==> config.mk <==
export PLATFORM = sky130hd
export DESIGN_NAME = mux_scan_ctrl
export DESIGN_NICKNAME = d
export VERILOG_FILES = /design/src/rtl/mux_scan_ctrl.sv
export SDC_FILE = /design/constraint.sdc
export NUM_CORES = 1
export LEC_CHECK = 0
export CAP_MARGIN = 30
export CORE_MARGIN = 2
export CORE_UTILIZATION = 48
export CTS_CLUSTER_DIAMETER = 80
export CTS_CLUSTER_SIZE = 20
export DETAILED_ROUTE_END_ITERATION = 8
export GPL_ROUTABILITY_DRIVEN = 1
export GPL_TIMING_DRIVEN = 1
export PLACE_DENSITY = 0.75
export SKIP_CTS_REPAIR_TIMING = 1
export SLEW_MARGIN = 20
export SYNTH_ARGS = -nofsm -noshare
export SYNTH_HDL_FRONTEND = slang
export SYNTH_SLANG_ARGS = --single-unit
==> constraint.sdc <==
create_clock -name Clock -period 2.6 [get_ports Clock]
set_input_delay 0.26 -clock Clock [delete_from_list [all_inputs] [get_ports Clock]]
set_output_delay 0.26 -clock Clock [all_outputs]
set_load 0.02 [all_outputs]
detail.png
Window x 21 to 46, y 21 to 46 microns. Cells in gray, sequential cells in the stronger gray; small squares are vias.
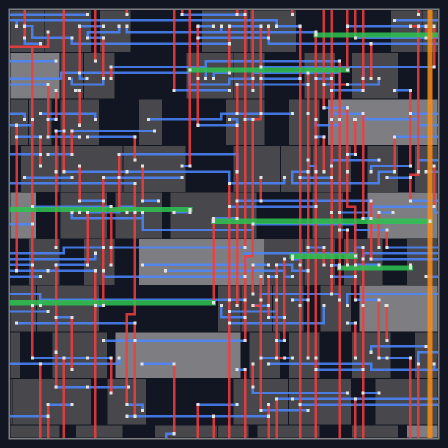
| color | layer |
|---|---|
| orange | metal 4 |
| green | metal 3 |
| blue | metal 1 |
| red | metal 2 |
cells with their middle in the window: 55
sequential cells in the window: 5
most frequent: nand3_1 (18), nand3b_1 (7), dfxtp_1 (5)

sizes.png
Scale: 6 px per micron.
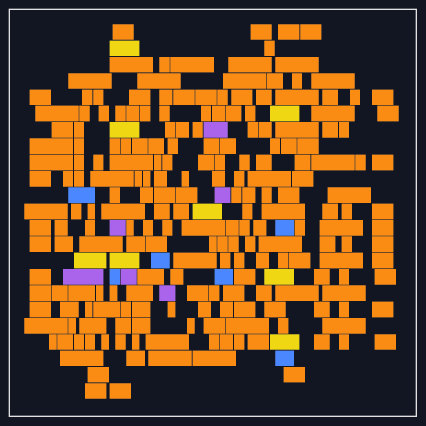
| color | size | cells | share | most used |
|---|---|---|---|---|
| blue | _2 cells | 6 | 2.6% | or3b_2 |
| orange | _0 and _1 cells | 211 | 91% | nand3_1 |
| yellow | _6 and larger | 8 | 3.5% | clkbuf_8 |
| purple | _3 and _4 cells | 6 | 2.6% | buf_4 |
Syn-to-layout area delta: 15.4%
Final WS setup: 0.479 ns
Finished Cell Area: 2240 sq um

layer_met2.png
Scale: 6 px per micron.
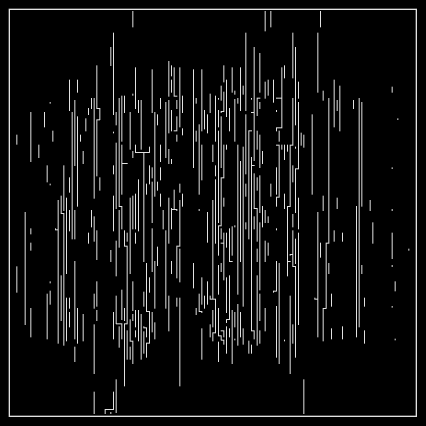
share of all routed wire: 44%
nets with wire on the layer: 183
longest straight run: 38.1 microns
Global Route met2 Usage: 0.310
via count: 1,631
WL final: 4180 microns

congestion.png
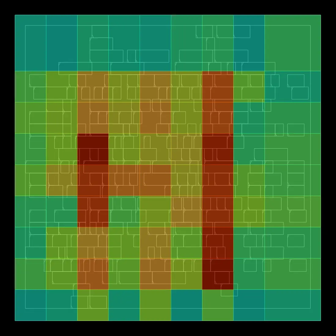
GRT busiest layer: met2
final core utilization: 0.568
M1 GR Usage: 0.274
GR Util met3: 0.0400
routed len/inst: 14.9 microns

==> flow_metrics.py <==
# Flow results
metrics = {
    "run_status": {
        "status": "finished clean",
    },
    "timing": {
        "slew_viol_final": 0,
        "rsz0062_at_grt": "false",
        "hold_viol": 0,
        "maxSlewHeadroom": 0.487,
        "period_used_share": 0.816,
        "setup_tns_ns": 0,
        "fmax_ghz": 0.471,
        "setup_viol": 0,
        "tightest_slew_ns": 0.769,
        "fin_worst_skew_ns": 0.00490,
    },
    "clock_tree": {
        "cts.sinks": 37,
        "cts_tree": "done",
        "worstSkewPairLatency_ns": 0.30,
        "htreeDepth": 2,
        "clock_path_buffers": 2,
        "cts_buffers": 5,
        "clk_pin_slew_ns": 0.07,
    },
    "power_and_ir_drop": {
        "power_switching_mw": 0.261,
        "ir_worst_vdd_mv": 0.301,
        "switching_share": 0.238,
        "finalPower_mw": 1.10,
        "power_density_nw_per_um2": 490,
        "pwr-share-seq": 0.521,
        "intPower_mw": 0.837,
        "leakagePower_nw": 0.772,
    },
    "floorplanning": {
        "chipArea_sq_um": 4570,
        "top_level_ports": 27,
        "fp_util": 0.492,
        "die_h_microns": 67.6,
        "die_x_microns": 67.6,
        "rows": 23,
    },
    "global_route": {
        "antenna_found_initial": 0,
        "overflow": 0,
        "grtUsageTotal": 0.204,
        "grt_pass1_vias": 1421,
        "grt_max_degree": 33,
    },
    "synthesis": {
        "synthesis.nets": 226,
        "ys_area_sq_um": 1940,
        "syn_avg_cell_area_sq_um": 8.98,
        "async_flop_share": 0,
        "ys_ff": 37,
        "netlist_instances": 216,
        "yosys.stat.seqShare": 0.382,
        "ys_warn_count": 0,
        "synth_area_sq_um": 1940,
        "ys_cells": 216,
    },
    "min_path": {
        "min_path_type": "flop to flop",
    },
    "worst_setup_path": {
        "crit_path_end_kind": "output pin",
        "crit_path_max_incr_delay_ns": 0.82,
        "cp_top_family": "flip-flops",
        "slowest_stage": "dfxtp_1",
        "path_class": "flop to output pin",
        "worstPathArrival_ns": 1.86,
        "path_cells": "clkdlybuf4s50_1",
        "rrSetupSlack_ns": 0.61,
        "rr_worst_depth": 3,
        "cp_num_buf_inv": 1,
        "cp-start-kind": "flop",
        "cp.depth": 1,
        "required_ns": 2.34,
    },
    "cells_and_area": {
        "largest_register_ffs": 16,
        "final.fill_count": 387,
        "num_antenna_cells": 0,
        "drive_gt1_frac": 0.0866,
        "nets": 240,
    },
    "job": {
        "drv_cap": 0,
        "tool_warnings": 30,
    },
    "detailed_routing": {
        "drtAntennaViolNets": 0,
    },
    "place": {
        "dpl.hpwl_microns": 2600,
        "globalplace.congestion": 0.778,
        "io_buffers": 26,
    },
}
==> power groups by stage <==
stage                     Sequential [mW]  Combinational [mW]  Clock, mW
after detailed placement            0.585              0.0762          0
after floorplan                     0.585              0.0611          0
after CTS                           0.572              0.0764      0.451
final                               0.572              0.0792      0.447
after global routing                0.572              0.0858      0.473
after global placement              0.585              0.0752          0
==> Yosys cell counts, drive strengths merged, types with 2 or more instances <==
| master | number | area [sq um] |
|---|---|---|
| nand3 | 38 | 190 |
| dfxtp | 37 | 741 |
| a21oi | 19 | 95.1 |
| buf | 18 | 153 |
| mux2i | 18 | 180 |
| a211oi | 12 | 90.1 |
| a31oi | 9 | 56.3 |
| nand2 | 8 | 30.0 |
| nand3b | 8 | 60.1 |
| clkbuf | 6 | 23.8 |
| inv | 6 | 22.5 |
| ha | 5 | 62.6 |
| or3b | 5 | 43.8 |
| o21ai | 4 | 20.0 |
| nand4 | 3 | 18.8 |
| nor2 | 3 | 18.8 |
| a311oi | 2 | 17.5 |
| and2b | 2 | 15.0 |
| o22ai | 2 | 12.5 |
| or2b | 2 | 15.0 |
==> area by class of cell <==
cell class / count / area, sq um / share of cell area
clock buffers: 7 / 96.3 / 0.0430
clock inverters: 1 / 5.00 / 0.00223
inverters: 6 / 22.5 / 0.0101
multi-input cells: 149 / 1010 / 0.450
flip-flops and latches: 37 / 741 / 0.331
well taps: 50 / 62.6 / 0.0279
repair buffers: 31 / 305 / 0.136
==> layout by cell type (no fill, tap or decap), types with 2 or more instances in the layout <==
cell type         n
a211oi_1         12
a21oi_1          19
a311oi_1          2
a31oi_1           9
and2b_1           2
buf_4             4
clkbuf_8          7
clkdlybuf4s50_1  26
dfxtp_1          37
ha_1              5
inv_1             6
mux2i_1          18
nand2_1           8
nand3_1          38
nand3b_1          8
nand4_1           3
nor2_1            2
o21ai_0           4
o22ai_1           2
or2b_1            2
or3b_2            4
==> logic make-up after synthesis <==
kind of cell,share of synthesized area
flip-flops,0.382
adder cells (fa/ha/maj),0.0322
multiplexers,0.0928
AND-OR/OR-AND,0.164
buffers and inverters,0.103
AND/OR/NAND/NOR,0.227
==> metrics by stage <==
| stage | instances | setup slack, ns | instance area [sq um] | util |
|---|---|---|---|---|
| after floorplan | 216 | 0.857 | 1940 | - |
| after global placement | 272 | 0.633 | 2120 | 0.539 |
| after detailed placement | 272 | 0.582 | 2120 | 0.539 |
| after CTS | 280 | 0.516 | 2220 | 0.564 |
| after global routing | 281 | 0.422 | 2240 | 0.568 |
| final | 281 | 0.479 | 2240 | 0.568 |
==> routing by layer <==
metal | wire length (microns) | track usage | up-vias
li1 | - | - | 820
met4 | 81 | 0.0995 | 0
met3 | 214 | 0.0400 | 7
met1 | 2040 | 0.274 | 752
met2 | 1840 | 0.310 | 52
met5 | 0 | 0 | -
Power figures rest on the tool's default switching activity, not on a simulated workload.
